--- config.mk ---
export PLATFORM = sky130hd
export DESIGN_NAME = onewire_slave
export DESIGN_NICKNAME = d
export VERILOG_FILES = /design/src/rtl/onewire_pkg.sv /design/src/rtl/onewire_crc8.sv /design/src/rtl/onewire_slave.sv
export SDC_FILE = /design/constraint.sdc
export NUM_CORES = 1
export LEC_CHECK = 0
export CAP_MARGIN = 20
export CORE_MARGIN = 10
export CORE_UTILIZATION = 30
export DETAILED_ROUTE_END_ITERATION = 6
export HOLD_SLACK_MARGIN = 0.03
export PLACE_DENSITY = 0.53
export SLEW_MARGIN = 15
export SYNTH_ARGS = -nofsm -noshare
export SYNTH_HDL_FRONTEND = slang
export SYNTH_SLANG_ARGS = --single-unit
export TNS_END_PERCENT = 10
--- constraint.sdc ---
create_clock -name i_clk -period 4.9 [get_ports i_clk]
set_clock_uncertainty 0.05 [all_clocks]
set_input_delay 0.98 -clock i_clk [delete_from_list [all_inputs] [get_ports i_clk]]
set_output_delay 0.98 -clock i_clk [all_outputs]
set_load 0.02 [all_outputs]
--- src/rtl/onewire_pkg.sv ---
// onewire_pkg: shared command codes, bus timing constants and FSM states for the 1-Wire responder
package onewire_pkg;
  localparam logic [7:0] CMD_READ_ROM     = 8'h33;
  localparam logic [7:0] CMD_SKIP_ROM     = 8'hCC;
  localparam logic [7:0] CMD_READ_SCRATCH = 8'hBE;
  localparam int RST_MIN_US     = 480;
  localparam int SLOT_SAMPLE_US = 30;
  typedef enum logic [2:0] {
    IDLE, RST_WAIT, PRES_DLY, PRES, RX_ROM, TX_ROM, RX_FUNC, TX_DATA
  } state_t;
endpackage

--- src/rtl/onewire_crc8.sv ---
// onewire_crc8: bit-serial Dallas CRC-8 (x^8+x^5+x^4+1, reflected, init 0) with clear and enable
module onewire_crc8 (
  input  logic       clk,
  input  logic       rst,
  input  logic       clr,
  input  logic       en,
  input  logic       din,
  output logic [7:0] crc
);
  logic fb;
  assign fb = crc[0] ^ din;
  always_ff @(posedge clk)
    if (rst || clr) crc <= '0;
    else if (en) crc <= {1'b0, crc[7:1]} ^ (fb ? 8'h8C : 8'h00);
endmodule

--- src/rtl/onewire_slave.sv ---
// onewire_slave: 1-Wire temperature-sensor emulator (presence, ROM/function decode, ROM/temperature readout).
// Define ONEWIRE_SLAVE_CRC_EN to append a Dallas CRC-8 to the temperature readout.
module onewire_slave #(
  parameter int          CLK_HZ          = 24_000_000,
  parameter logic [63:0] ROM_ID          = 64'h2800_0000_0000_0110,
  parameter int          PRESENCE_DLY_US = 30,
  parameter int          PRESENCE_US     = 120
) (
  input  logic        i_clk,
  input  logic        i_rst,
  input  logic        i_owr,
  output logic        o_owr,
  input  logic [15:0] i_temp,
  output logic [7:0]  o_cmd,
  output logic        o_cmd_vld
);
  import onewire_pkg::*;
  localparam int DIV = CLK_HZ / 1_000_000;
`ifdef ONEWIRE_SLAVE_CRC_EN
  localparam int DATA_LAST = 23;
`else
  localparam int DATA_LAST = 15;
`endif
  state_t      state, nxt;
  logic        s0, s1, prev, fall, rise, tick, rst_det, rx_st, tx_st, chg;
  logic        slot_act, slot_go, slot_done, byte_done, tx_last, owr_d;
  logic [15:0] div, tmr;
  logic [9:0]  low_cnt;
  logic [5:0]  slot_cnt;
  logic [6:0]  bit_cnt;
  logic [7:0]  rx, byte_nxt;
  logic [63:0] tx;
  assign fall      = prev & ~s1;
  assign rise      = ~prev & s1;
  assign tick      = div == 16'(DIV - 1);
  assign rst_det   = low_cnt >= 10'(RST_MIN_US);
  assign rx_st     = state == RX_ROM || state == RX_FUNC;
  assign tx_st     = state == TX_ROM || state == TX_DATA;
  assign chg       = nxt != state;
  assign slot_go   = fall & ~slot_act & (rx_st | tx_st);
  assign slot_done = slot_act & tick & (slot_cnt == 6'(SLOT_SAMPLE_US - 1));
  assign byte_nxt  = {s1, rx[7:1]};
  assign byte_done = rx_st & slot_done & (bit_cnt == 7'd7);
  assign tx_last   = tx_st & slot_done & (bit_cnt == (state == TX_ROM ? 7'd63 : 7'(DATA_LAST)));
  // Sync flops idle high so release of reset never looks like a bus edge
  always_ff @(posedge i_clk)
    if (i_rst) {s0, s1, prev} <= 3'b111;
    else {s0, s1, prev} <= {i_owr, s0, s1};
  always_ff @(posedge i_clk)
    if (i_rst) begin
      div      <= '0;
      low_cnt  <= '0;
      tmr      <= '0;
      slot_act <= 1'b0;
      slot_cnt <= '0;
      bit_cnt  <= '0;
    end else begin
      div      <= tick ? '0 : div + 16'd1;
      low_cnt  <= rise ? '0 : (!s1 && tick && low_cnt != 10'd1023) ? low_cnt + 10'd1 : low_cnt;
      tmr      <= chg ? '0 : tick ? tmr + 16'd1 : tmr;
      slot_act <= rst_det ? 1'b0 : slot_go ? 1'b1 : slot_done ? 1'b0 : slot_act;
      slot_cnt <= slot_go ? '0 : (slot_act && tick) ? slot_cnt + 6'd1 : slot_cnt;
      bit_cnt  <= chg ? '0 : slot_done ? bit_cnt + 7'd1 : bit_cnt;
    end
  always_ff @(posedge i_clk)
    if (i_rst) state <= IDLE;
    else state <= nxt;
  always_comb begin
    nxt = state;
    case (state)
      RST_WAIT: nxt = rise ? PRES_DLY : RST_WAIT;
      PRES_DLY: nxt = (tick && tmr == 16'(PRESENCE_DLY_US - 1)) ? PRES : PRES_DLY;
      PRES:     nxt = (tick && tmr == 16'(PRESENCE_US - 1)) ? RX_ROM : PRES;
      RX_ROM:   nxt = !byte_done ? RX_ROM : byte_nxt == CMD_READ_ROM ? TX_ROM :
                      byte_nxt == CMD_SKIP_ROM ? RX_FUNC : IDLE;
      RX_FUNC:  nxt = !byte_done ? RX_FUNC : byte_nxt == CMD_READ_SCRATCH ? TX_DATA : IDLE;
      TX_ROM, TX_DATA: nxt = tx_last ? IDLE : state;
      default:  nxt = state;
    endcase
    if (rst_det && !(state == RST_WAIT && rise)) nxt = RST_WAIT;
  end
  // Read slot: pull low at slot start for a 0 bit, hold until the slot timer expires
  always_comb
    owr_d = nxt == PRES || (tx_st && !chg && (slot_go ? ~tx[0] : o_owr & ~slot_done));
`ifdef ONEWIRE_SLAVE_CRC_EN
  logic [7:0] crc;
  logic       crc_ld;
  onewire_crc8 u_crc (
    .clk(i_clk),
    .rst(i_rst),
    .clr(chg && nxt == TX_DATA),
    .en (state == TX_DATA && slot_done && bit_cnt[6:4] == 3'd0),
    .din(tx[0]),
    .crc(crc)
  );
  always_ff @(posedge i_clk)
    crc_ld <= !i_rst && state == TX_DATA && slot_done && bit_cnt == 7'd15;
`endif
  always_ff @(posedge i_clk)
    if (i_rst) begin
      rx        <= '0;
      tx        <= '0;
      o_cmd     <= '0;
      o_cmd_vld <= 1'b0;
      o_owr     <= 1'b0;
    end else begin
      o_owr     <= owr_d;
      o_cmd_vld <= byte_done;
      if (byte_done) o_cmd <= byte_nxt;
      if (rx_st && slot_done) rx <= byte_nxt;
      if (chg && nxt == TX_ROM) tx <= ROM_ID;
      else if (chg && nxt == TX_DATA) tx <= {48'hFFFF_FFFF_FFFF, i_temp};
`ifdef ONEWIRE_SLAVE_CRC_EN
      else if (crc_ld) tx[7:0] <= crc;
`endif
      else if (tx_st && slot_done) tx <= {1'b1, tx[63:1]};
    end
endmodule

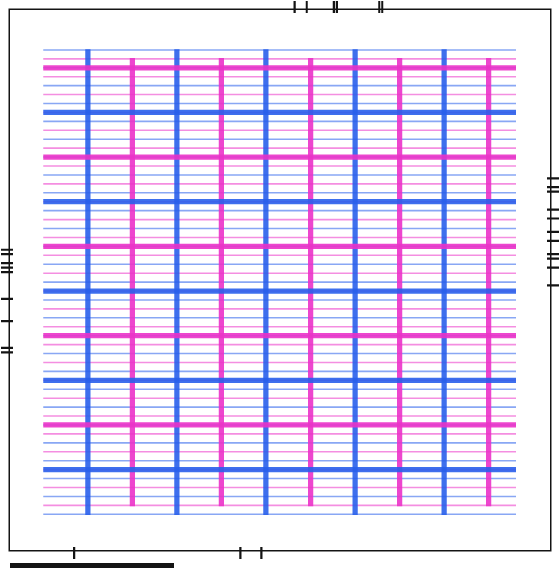
Figure 1: run 1, PDN straps and rails.
Bar = 50 um. Pins as bars on the die edge.
legend:
  magenta:
    net: VDD
  blue:
    net: VSS
signal pins: 29
met4 straps: 10
rows: 52
met1 rails: 53
met5 straps: 10
Vert. Die Dim: 164.5 um
peak supply drop: 0.2163 mV
Core ar.: 0.02036 sq mm

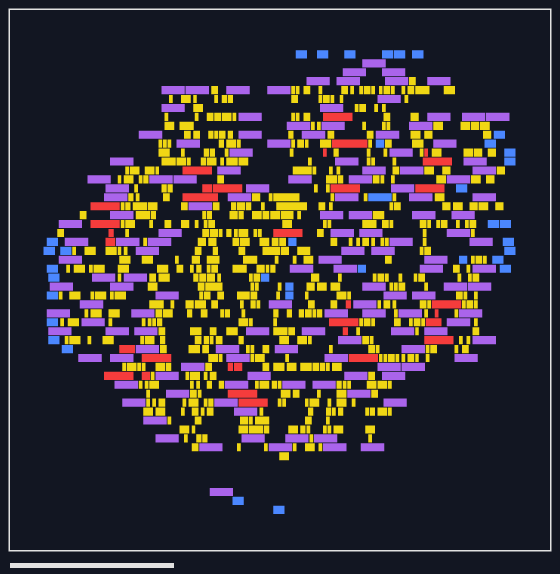
Figure 2: run 1, cell classes on the final placement.
Bar = 50 um.
legend:
  red:
    class: clock drivers and dummy loads
    cells: 32
    share_of_their_area: 8.3%
  yellow:
    class: all other logic
    cells: 540
    share_of_their_area: 46%
  purple:
    class: flip-flops
    cells: 143
    share_of_their_area: 41%
  blue:
    class: other buffers and delay cells
    cells: 36
    share_of_their_area: 5.1%
# rows: 52
Seq area share: 39.09%
final instance area: 0.007323 sq mm
end-of-flow core utilization: 35.96%

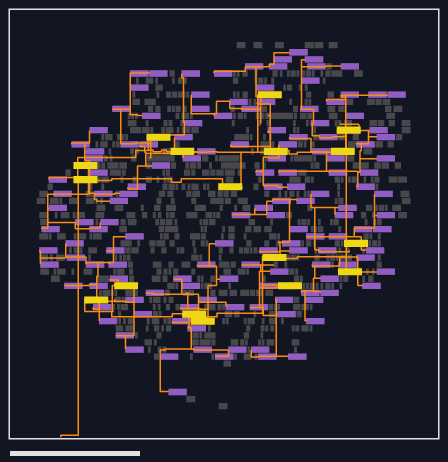
Figure 3: run 1, routed clock nets over the placement.
Bar = 50 um.
legend:
  yellow:
    item: cells driving clock nets
    count: 17
  orange:
    item: clock wires
    length: 1960 um
  purple:
    item: flip-flops
    count: 143
routed clock nets: 18

==> impl_metrics.tcl, run 1 <==
# yosys + openroad results
set metrics [dict create \
    flops 143 \
    setup_viol_count_final 0 \
    hold_buffers 0 \
    antenna_found_initial 0 \
    r2r_cells 10 \
    inv_count 11 \
    hold_end "s1" \
    logic_gates 529 \
    grt_usage_pct 10.62 \
    slowest_delay_ns 0.70 \
    cp-startpoint "div[0]" \
    status "complete, no violations" \
    highest_layer "met4" \
    cts.sinks 143 \
    r2r-start "div[0]" \
    nNonClkBuffers 36 \
    clock_path_buffers 2 \
    cts_tree "done" \
    overflow 0 \
    fp.dieW_um 164.5 \
    grt_busiest_layer "met2" \
    ys_types 63 \
    hold_viol 0 \
    num_antenna_cells 0 \
    grt_start_max_net_pins 50 \
    drc 0 \
    fin_setup_tns_ns 0 \
    mostFrequentLayoutCell "dfxtp_1" \
    drt_iter0_markers 330 \
]
[run 1: state kept, by name (all words and copies together), names as in the netlist, 3 cells and up]
signal and count:
tx 64, slot_cnt 6, rx 7, state 3, bit_cnt 7, div 16
low_cnt 10, o_cmd 8, tmr 16
[run 1: cell usage after synthesis (all sizes together), types with 8 or more instances]
cell type | n | share of area, %
a21oi | 15 | 1.3
a22oi | 14 | 1.7
a31oi | 48 | 4.8
and3 | 11 | 1.1
buf | 17 | 2.0
clkbuf | 25 | 1.5
dfxtp | 143 | 46
ha | 8 | 1.6
inv | 11 | 0.66
mux2i | 21 | 3.6
nand2 | 132 | 7.9
nand3 | 23 | 1.8
nand4 | 12 | 1.3
nor2 | 96 | 5.8
nor3 | 10 | 0.96
o2bb2ai | 13 | 1.8
or2 | 11 | 1.1
or3 | 9 | 0.90
xnor2 | 17 | 2.4
xor2 | 25 | 3.5
[run 1: logic make-up (layout without fill, tap and decap cells)]
kind of cell,count (synthesis),after routing,synth area share (%)
DFF,143,143,45.71
xor gates and xnor gates,42,42,5.874
adders and majority gates,8,8,1.598
buffers and inverters,53,79,4.136
muxes,22,22,3.736
AOI/OAI and AO/OA,119,119,13.83
and+or+nand+nor,338,338,25.12
[run 1: stage by stage]
stage,hold slack (ns),instance area (sq um),instances,worst slack [ns],power [mW]
6_report,0.3624,7323,1021,0.9433,2.477
5_1_grt,0.3813,7323,1021,0.6426,2.568
4_1_cts,0.3701,7323,1021,0.9479,2.515
3_5_place_dp,0.3475,6746,989,0.9377,1.243
3_3_place_gp,0.3413,6746,989,0.9775,1.244
2_1_floorplan,0.3395,6262,725,1.658,1.219
[run 1: report_power, final]
part,internal [mW],switching (mW),leakage [nW]
logic,0.0205,0.0274,0.964
clock network,0.773,0.487,0.280
registers,1.17,0.00303,1.15
==> run 2, diff against run 1 <==
Settings changed: PLACE_DENSITY 0.53 to 0.55.
Clock period 4.9 ns to 3.5 ns, I/O delays scaled along.
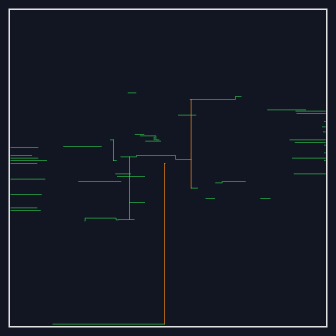
Figure 4: run 2, metal layers overlaid.
Two of the layers only.
legend:
  green:
    layer: met3
    wire_length: 555 um
  orange:
    layer: met4
    wire_length: 173 um

==> run 2 against run 1 <==
Combinational power rose by about 60%. Via count up 1.9%. Synthesized area unchanged. Sequential share of layout area down 1.2 points. Worst hold slack lost 0.0041 ns. Fmax increased by 18%. Sequential power increased by about 40%. Cell count increased by 2.9%. Non-clock buffer count up 30. Worst setup slack lost 0.80 ns. Largest cell class unchanged. Highest routed layer unchanged.
==> impl_metrics.tcl, run 2 <==
# yosys + openroad results
set metrics [dict create \
    cp-startpoint "div[0]" \
    largestRegisters "tx (64), div (16), tmr (16)" \
    ir_drop_mv 0.3364 \
    r2r_cells 11 \
    seqPwrFrac_pct 47.2 \
    pre_cts_ws_ns -0.006330 \
    fin_setup_tns_ns 0 \
    yosys.area_share.simple_pct 25.11 \
    hold_end "s1" \
    setup_viol_count_final 0 \
    ys.warnings.count 0 \
    hold_buffers 0 \
    num_antenna_cells 0 \
    fp-row-count 52 \
    r2r-start "div[0]" \
    grt_busiest_layer "met2" \
    slowest_delay_ns 0.57 \
    hold_viol 0 \
    grt_pass1_wl_um 23810 \
    netlist.area_leader.share_pct 45.71 \
    ys_top_logic_family "simple AND/OR/NAND/NOR gates" \
    ys_types 63 \
    grt_start_max_net_pins 50 \
    compound_area_share_pct 13.83 \
    fp.dieW_um 164.5 \
    cts.sinks 143 \
    antenna_found_initial 0 \
    ys_sh_xor_pct 5.874 \
    overflow 0 \
    relSlewSlack_pct 49.89 \
    swShare_pct 23.06 \
    top_area_cell "dfxtp_1" \
    core_sq_mm 0.02036 \
    fin_ws_ns 0.1476 \
    largest-register "tx" \
    status "complete, no violations" \
    drc 0 \
    clock_path_buffers 2 \
    yosys.cell_count.top_type "dfxtp_1" \
    top_cells_by_area "dfxtp_1 46%, nand2_1 7.9%, nor2_1 5.7%" \
    grt_usage_pct 10.65 \
    dieHeight_um 164.5 \
    p_switching_uw 799.6 \
    hp-start "s0" \
    largest_reg_flops 64 \
]
==> run 2: cell counts after synthesis <==
No cell type changed its count.
==> run 2: power by group through the flow <==
stage / Combinational, mW / Clock (mW) / Sequential (mW)
floorplan: 0.0366 / 0 / 1.67
global route: 0.0835 / 1.89 / 1.64
CTS: 0.0764 / 1.81 / 1.63
detailed placement: 0.0760 / 0 / 1.67
finish: 0.0768 / 1.76 / 1.64
global placement: 0.0767 / 0 / 1.67
==> run 2: through the flow <==
stage | cell area, sq um | util, % | total power, mW | hold slack (ns) | instances
floorplan | 6262 | - | 1.707 | 0.3395 | 725
global placement | 6944 | 34.10 | 1.748 | 0.3409 | 1017
detailed placement | 6944 | 34.10 | 1.748 | 0.3441 | 1017
CTS | 7522 | 36.94 | 3.522 | 0.3588 | 1049
global route | 7552 | 37.09 | 3.607 | 0.3720 | 1051
finish | 7552 | 37.09 | 3.467 | 0.3583 | 1051
==> run 2: cells by family (layout without fill, tap and decap cells) <==
group	count (synthesis)	in the layout
buf+inv	53	109
mux	22	22
compound gates	119	119
flops	143	143
xor+xnor	42	42
simple gates	338	338
fa+ha+maj	8	8
==> run 2: layout make-up <==
| cell class | instances | area (sq um) |
|---|---|---|
| Clock buffer | 17 | 425.4 |
| Fill cell | 2069 | 12810 |
| Sequential cell | 143 | 2864 |
| Timing Repair Buffer | 66 | 573.1 |
| Clock inverter | 15 | 152.6 |
| Inverter | 11 | 41.29 |
| Multi-Input combinational cell | 529 | 3158 |
| Tap cell | 270 | 337.8 |
==> run 2: timing repair <==
item,4_1_cts,5_1_grt
gates resized,0,5
endpoints found under the setup margin,1,64
pin swaps,1,0
buffers inserted,0,2
==> run 3, diff against run 2 <==
Settings changed: ABC_AREA from default to 1.
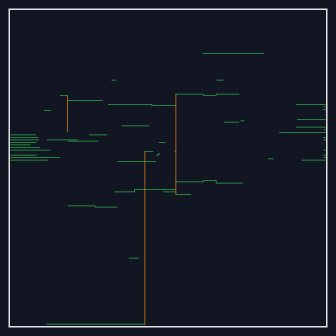
Figure 5: run 3, metal layers overlaid.
Two of the layers only.
gr usage total: 10.28%
drt wl/cell: 12.11 um
DR vias: 5635
WL final: 14510 um

==> run 3 against run 2 <==
Cell count increased by 14%. Worst setup slack improved by 0.26 ns. Flip-flop count unchanged. First-iteration DRC count increased by 13%. Sequential power about the same. Critical endpoint is now tx[16]. Largest power group unchanged.
==> impl_metrics.tcl, run 3 <==
# yosys + openroad results
set metrics [dict create \
    status "complete, no violations" \
    relSlewSlack_pct 53.06 \
    core_sq_mm 0.02182 \
    drt_iter0_markers 339 \
    ys_types 51 \
    hold_buffers 0 \
    placed_area_sq_mm 0.007189 \
    largestRegisters "tx (64), div (16), tmr (16)" \
    r2r-start "div[0]" \
    final_area_sq_mm 0.007790 \
    fillCellCount 2288 \
    synthTopCellsByCount "202 x nand2_1, 143 x dfxtp_1, 82 x nor2_1" \
    cts_resized 0 \
    fin_hold_ws_ns 0.3577 \
    cp-startpoint "div[0]" \
    overflow 0 \
    fin_ws_ns 0.4051 \
    drc 0 \
    setup_viol_count_final 0 \
    postCtsSetupBuffers 0 \
    total_power_mw 3.547 \
    largest_reg_flops 64 \
    fin_setup_tns_ns 0 \
    num_antenna_cells 0 \
    dp.cells 1166 \
    post_layout_nonfiller_instances 1198 \
    grt_pass1_wl_um 24830 \
    clock_path_buffers 2 \
    yosys.cell_count.top_type "nand2_1" \
    antenna_found_initial 0 \
]
run 3: kinds of logic after synthesis:
kind of cell / after synthesis / synth area share [%]
flops: 143 / 42.89
xor+xnor: 8 / 1.050
buf+inv: 120 / 7.761
compound gates: 171 / 15.26
fa+ha+maj: 8 / 1.500
simple gates: 434 / 31.38
mux: 1 / 0.1500
run 3: per-layer routing:
layer  wire (um)  up-vias  part of all wire (%)  GRT usage, %
met4         165        0                   1.1         3.114
met2        6386       75                    44         15.47
met3         658       11                   4.5         3.289
li1            -     2970                     -             -
met5           0        -                     0             0
met1        7302     2579                    50         13.72
run 3: worst paths after layout:
path              endpoint  slack (ns)  cells past startpoint
setup / recovery    tx[16]        0.41                     17
hold / removal          s1        0.36                      1
setup reg to reg    tx[16]        0.41                     17
hold reg to reg         s1        0.36                      1
run 3: report_power, final:
group,internal [mW],switching (mW)
sequential,1.63,0.00482
combinational,0.0286,0.0419
clock,1.08,0.765
total,2.74,0.811
run 3: worst reg2reg max path: stages (launching register included):
cell and delay, ns:
dfxtp_1 0.38, ha_1 0.21, nand2_1 0.09, inv_2 0.09
nand2_4 0.07, nor2_2 0.15, nand3_2 0.12, nor2_4 0.15
nand2_1 0.11, nor2_2 0.16, nand2_1 0.09, nand3_2 0.10
nor2_2 0.05, nor3_1 0.29, nand2_2 0.13, nand2_2 0.35
buf_4 0.32, a31oi_1 0.08
run 3: final cells by class:
| cell class | instances | area, sq um | area share (%) |
|---|---|---|---|
| clock buffer | 17 | 425.4 | 5.461 |
| clock inverter | 15 | 175.2 | 2.249 |
| inverter | 86 | 322.8 | 4.144 |
| multi-input combinational | 622 | 3296 | 42.31 |
| sequential | 143 | 2863 | 36.75 |
| tap | 280 | 350.3 | 4.497 |
| timing repair buffer | 35 | 357.8 | 4.594 |
Power is estimated from default activity; no workload was simulated.
